==> config.mk <==
export PLATFORM = sky130hd
export DESIGN_NAME = uart_controller
export DESIGN_NICKNAME = d
export VERILOG_FILES = /design/src/rtl/uart_controller.sv
export SDC_FILE = /design/constraint.sdc
export NUM_CORES = 1
export LEC_CHECK = 0
export CORE_AREA = 4 4 77 79
export DETAILED_ROUTE_END_ITERATION = 6
export DIE_AREA = 0 0 81 83
export PLACE_DENSITY = 0.85
export SKIP_LAST_GASP = 1
export SYNTH_ARGS = -nofsm -noshare
export SYNTH_HDL_FRONTEND = slang
export SYNTH_SLANG_ARGS = --single-unit
export TNS_END_PERCENT = 1
==> constraint.sdc <==
create_clock -name clk -period 2 [get_ports clk]
set_input_delay 0.4 -clock clk [delete_from_list [all_inputs] [get_ports clk]]
set_output_delay 0.4 -clock clk [all_outputs]
set_load 0.02 [all_outputs]
**Run 1: metal layers overlaid**

The bar under the picture is 20 µm long.
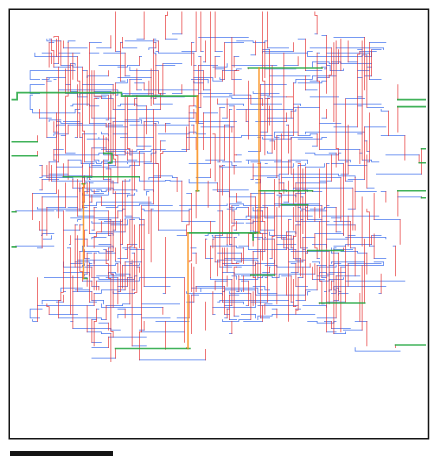
orange -> met4  # wire length 91.1 µm
blue -> met1  # wire length 2370 µm
red -> met2  # wire length 2650 µm
green -> met3  # wire length 172 µm
GRT Total Usage: 17.9%
WL/cell: 14.6 µm

**Run 1: metal 1**

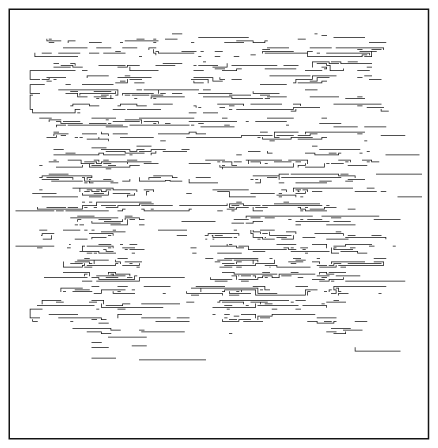
main direction = horizontal
longest straight run = 14.3 µm
wire length on this layer = 2370 µm
GR met1 Demand/Resource: 22.1%
vias: 2006
Routed WL: 5280 µm

**Run 1: cells coloured by class**

The bar under the picture is 20 µm long. Fill, decap, tap and diode cells in grey.
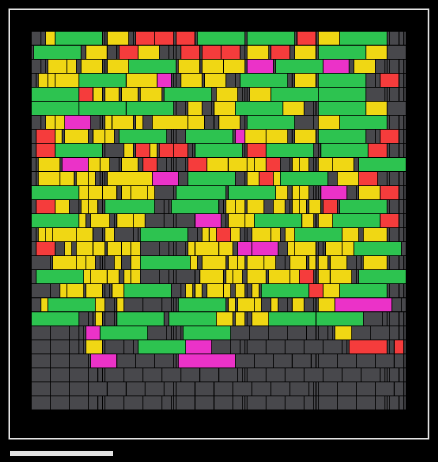
magenta -> clock drivers and dummy loads  # cells 16
red -> other buffers and delay cells  # cells 34
yellow -> all other logic  # cells 180
green -> flip-flops  # cells 60
core area: 5340 µm²
sequential cell area share: 43.0%
final instance area: 3500 µm²

==> run summary, run 1 <==
flow finished, numbers: status completed, worst setup margin 105 ps, flop count 60, Buf/Inv on CP 1, I/O pins 24, Synth async-reset ratio 100%, max_cap viols 0, Synth Area per Inst 11.7 µm², setup slack, reg-to-reg 110 ps, cells after synthesis 247, Registers, synthesis 60, warnings from Yosys 0, most common cell in the netlist dfrtp_1, H-tree depth 3, fillers 423, largest net degree at the start of global routing 61, Tmin final 1900 ps, Unique cell types 49, routed vias/inst 5.54, Root Buffer clkbuf_8, delay of the slowest cell on the worst path 610 ps, Mapped Area 2900 µm², Min-Delay Path Class input port to asynchronous set/reset pin, Non-Clock Buffer Count 34, Max clock buf depth 2, maximum VDD drop 0.489 mV, CTS Sinks 60, Cells after DPL 346, Final Hold Fails 0, DIE AREA 6720 µm², Layout Skew 5.24 ps, register area 1510 µm², fin nets 306, number of antenna violations at the first check in global routing 0, DIE WIDTH 81 µm, clk slew on worst S/H paths 70 ps, 1st-pass router iterations 4, Setup Fix Bufs, Post-CTS 0, Synth top cells by count 57 x dfrtp_1, 26 x mux2_2, 19 x nor2_1, 14 x nand2_1, 12 x o21ai_0, final setup TNS 0 ps, ys flop type dfrtp_1, first-pass GRT wire length 9380 µm, Critical Path Sink Type primary output
[run 1: kinds of logic (layout without fill, tap and decap cells)]
logic type	Yosys count	in the layout	synth area share, %
AND-OR/OR-AND	38	38	8.85
XOR/XNOR	12	12	3.63
adder cells (fa/ha/maj)	10	10	4.23
buffers and inverters	14	57	2.11
flip-flops	60	60	51.9
multiplexers	34	34	13.2
AND/OR/NAND/NOR	79	79	16.1
[run 1: where the power goes]
| part | switching, mW | internal [mW] |
|---|---|---|
| Clock | 0.475 | 0.732 |
| Sequential | 0 | 1.21 |
| Combinational | 0.0282 | 0.0256 |
[run 1: layer usage]
metal | up-vias | GRT usage, % | wire length (µm)
li1 | 967 | - | -
met4 | 0 | 6.76 | 91
met1 | 996 | 22.1 | 2370
met3 | 9 | 5.21 | 172
met2 | 34 | 29.2 | 2650
met5 | - | 0 | 0
==> run 1 -> run 2 <==
--- a/config.mk
+++ b/config.mk
@@ -5,10 +5,11 @@
 export SDC_FILE = /design/constraint.sdc
 export NUM_CORES = 1
 export LEC_CHECK = 0
-export CORE_AREA = 4 4 77 79
+export CORE_AREA = 2 2 75 77
 export DETAILED_ROUTE_END_ITERATION = 6
-export DIE_AREA = 0 0 81 83
+export DIE_AREA = 0 0 77 79
 export PLACE_DENSITY = 0.85
+export SETUP_SLACK_MARGIN = 0.4
 export SKIP_LAST_GASP = 1
 export SYNTH_ARGS = -nofsm -noshare
 export SYNTH_HDL_FRONTEND = slang
**Run 2: cell outlines without signal wires**

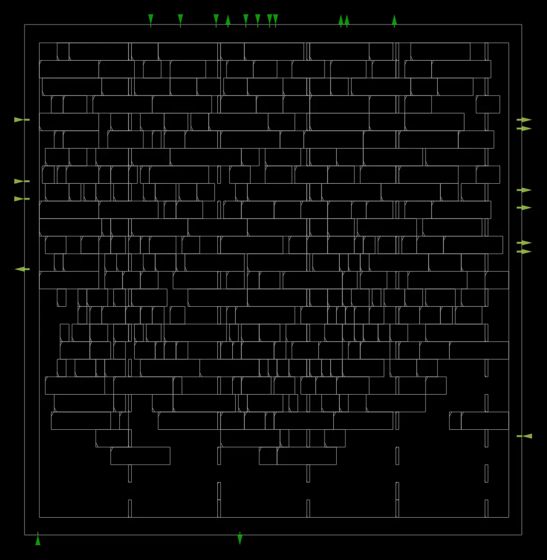
fillers: 377
Rows: 27
Final Util: 69.1%
# Taps: 72

==> run summary, run 2 <==
flow finished, numbers: status completed, GR Util met3 6.70%, core area 5340 µm², Registers, synthesis 60, clk slew on worst S/H paths 70 ps, Sw Pwr 0.497 mW, sequential fraction of design power 51.1%, clock-net power 1.11 mW, GRT Total Usage 21.4%, Synth Area per Inst 11.7 µm², Min-Delay Path Class input port to asynchronous set/reset pin, clock power share 46.6%, routed vias/inst 5.62, Cells after DPL 346, 1st-pass router iterations 4, Layout Skew 8.39 ps, DIE AREA 6080 µm², worst setup margin 265 ps, Tmin final 1740 ps, warnings from Yosys 0, Setup Fix Bufs, Post-CTS 9, CTS Sinks 60, fin nets 318, Internal Power 1.88 mW, H-tree depth 3, Routed WL 6000 µm, Root Buffer clkbuf_8, Unique cell types 49, number of antenna violations at the first check in global routing 0, WL/cell 16.0 µm, largest net degree at the start of global routing 61, Synth top cells by count 57 x dfrtp_1, 26 x mux2_2, 19 x nor2_1, 14 x nand2_1, 12 x o21ai_0, seq pwr 1.21 mW, Buf/Inv on CP 0
**Run 2: cells coloured by class**

The bar under the picture is 20 µm long. Fill, decap, tap and diode cells in grey.
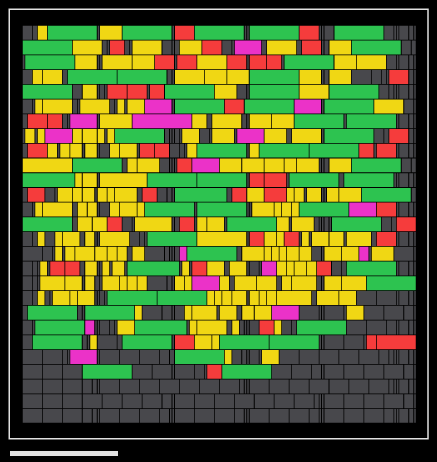
final instance area: 3690 µm²
sequential cell area share: 40.9%

## run 2: cell counts after synthesis
Identical to the previous run, type by type.
## run 2: cells by family after synthesis
kind of cell,count (synthesis),share of synthesized area (%)
compound gates,38,8.85
xor+xnor,12,3.63
fa+ha+maj,10,4.23
buf+inv,14,2.11
flops,60,51.9
mux,34,13.2
simple gates,79,16.1
## run 2: metal layers
metal	vias up	wire length, µm	part of all wire [%]
li1	989	-	-
met1	1049	2540	42
met2	50	3120	52
met3	15	230	3.8
met4	0	112	1.9
met5	-	0	0
## run 2: final cells by class
cell class                 count  area, µm²  share of cell area, %
clock buffer                  12        155                   4.21
clock inverter                 4       47.5                   1.29
inverter                       7       26.3                  0.713
multi-input combinational    173       1450                   39.3
sequential                    60       1510                   40.9
tap                           72       90.1                   2.44
timing repair buffer          46        413                   11.2
Power figures rest on the tool's default switching activity, not on a simulated workload.
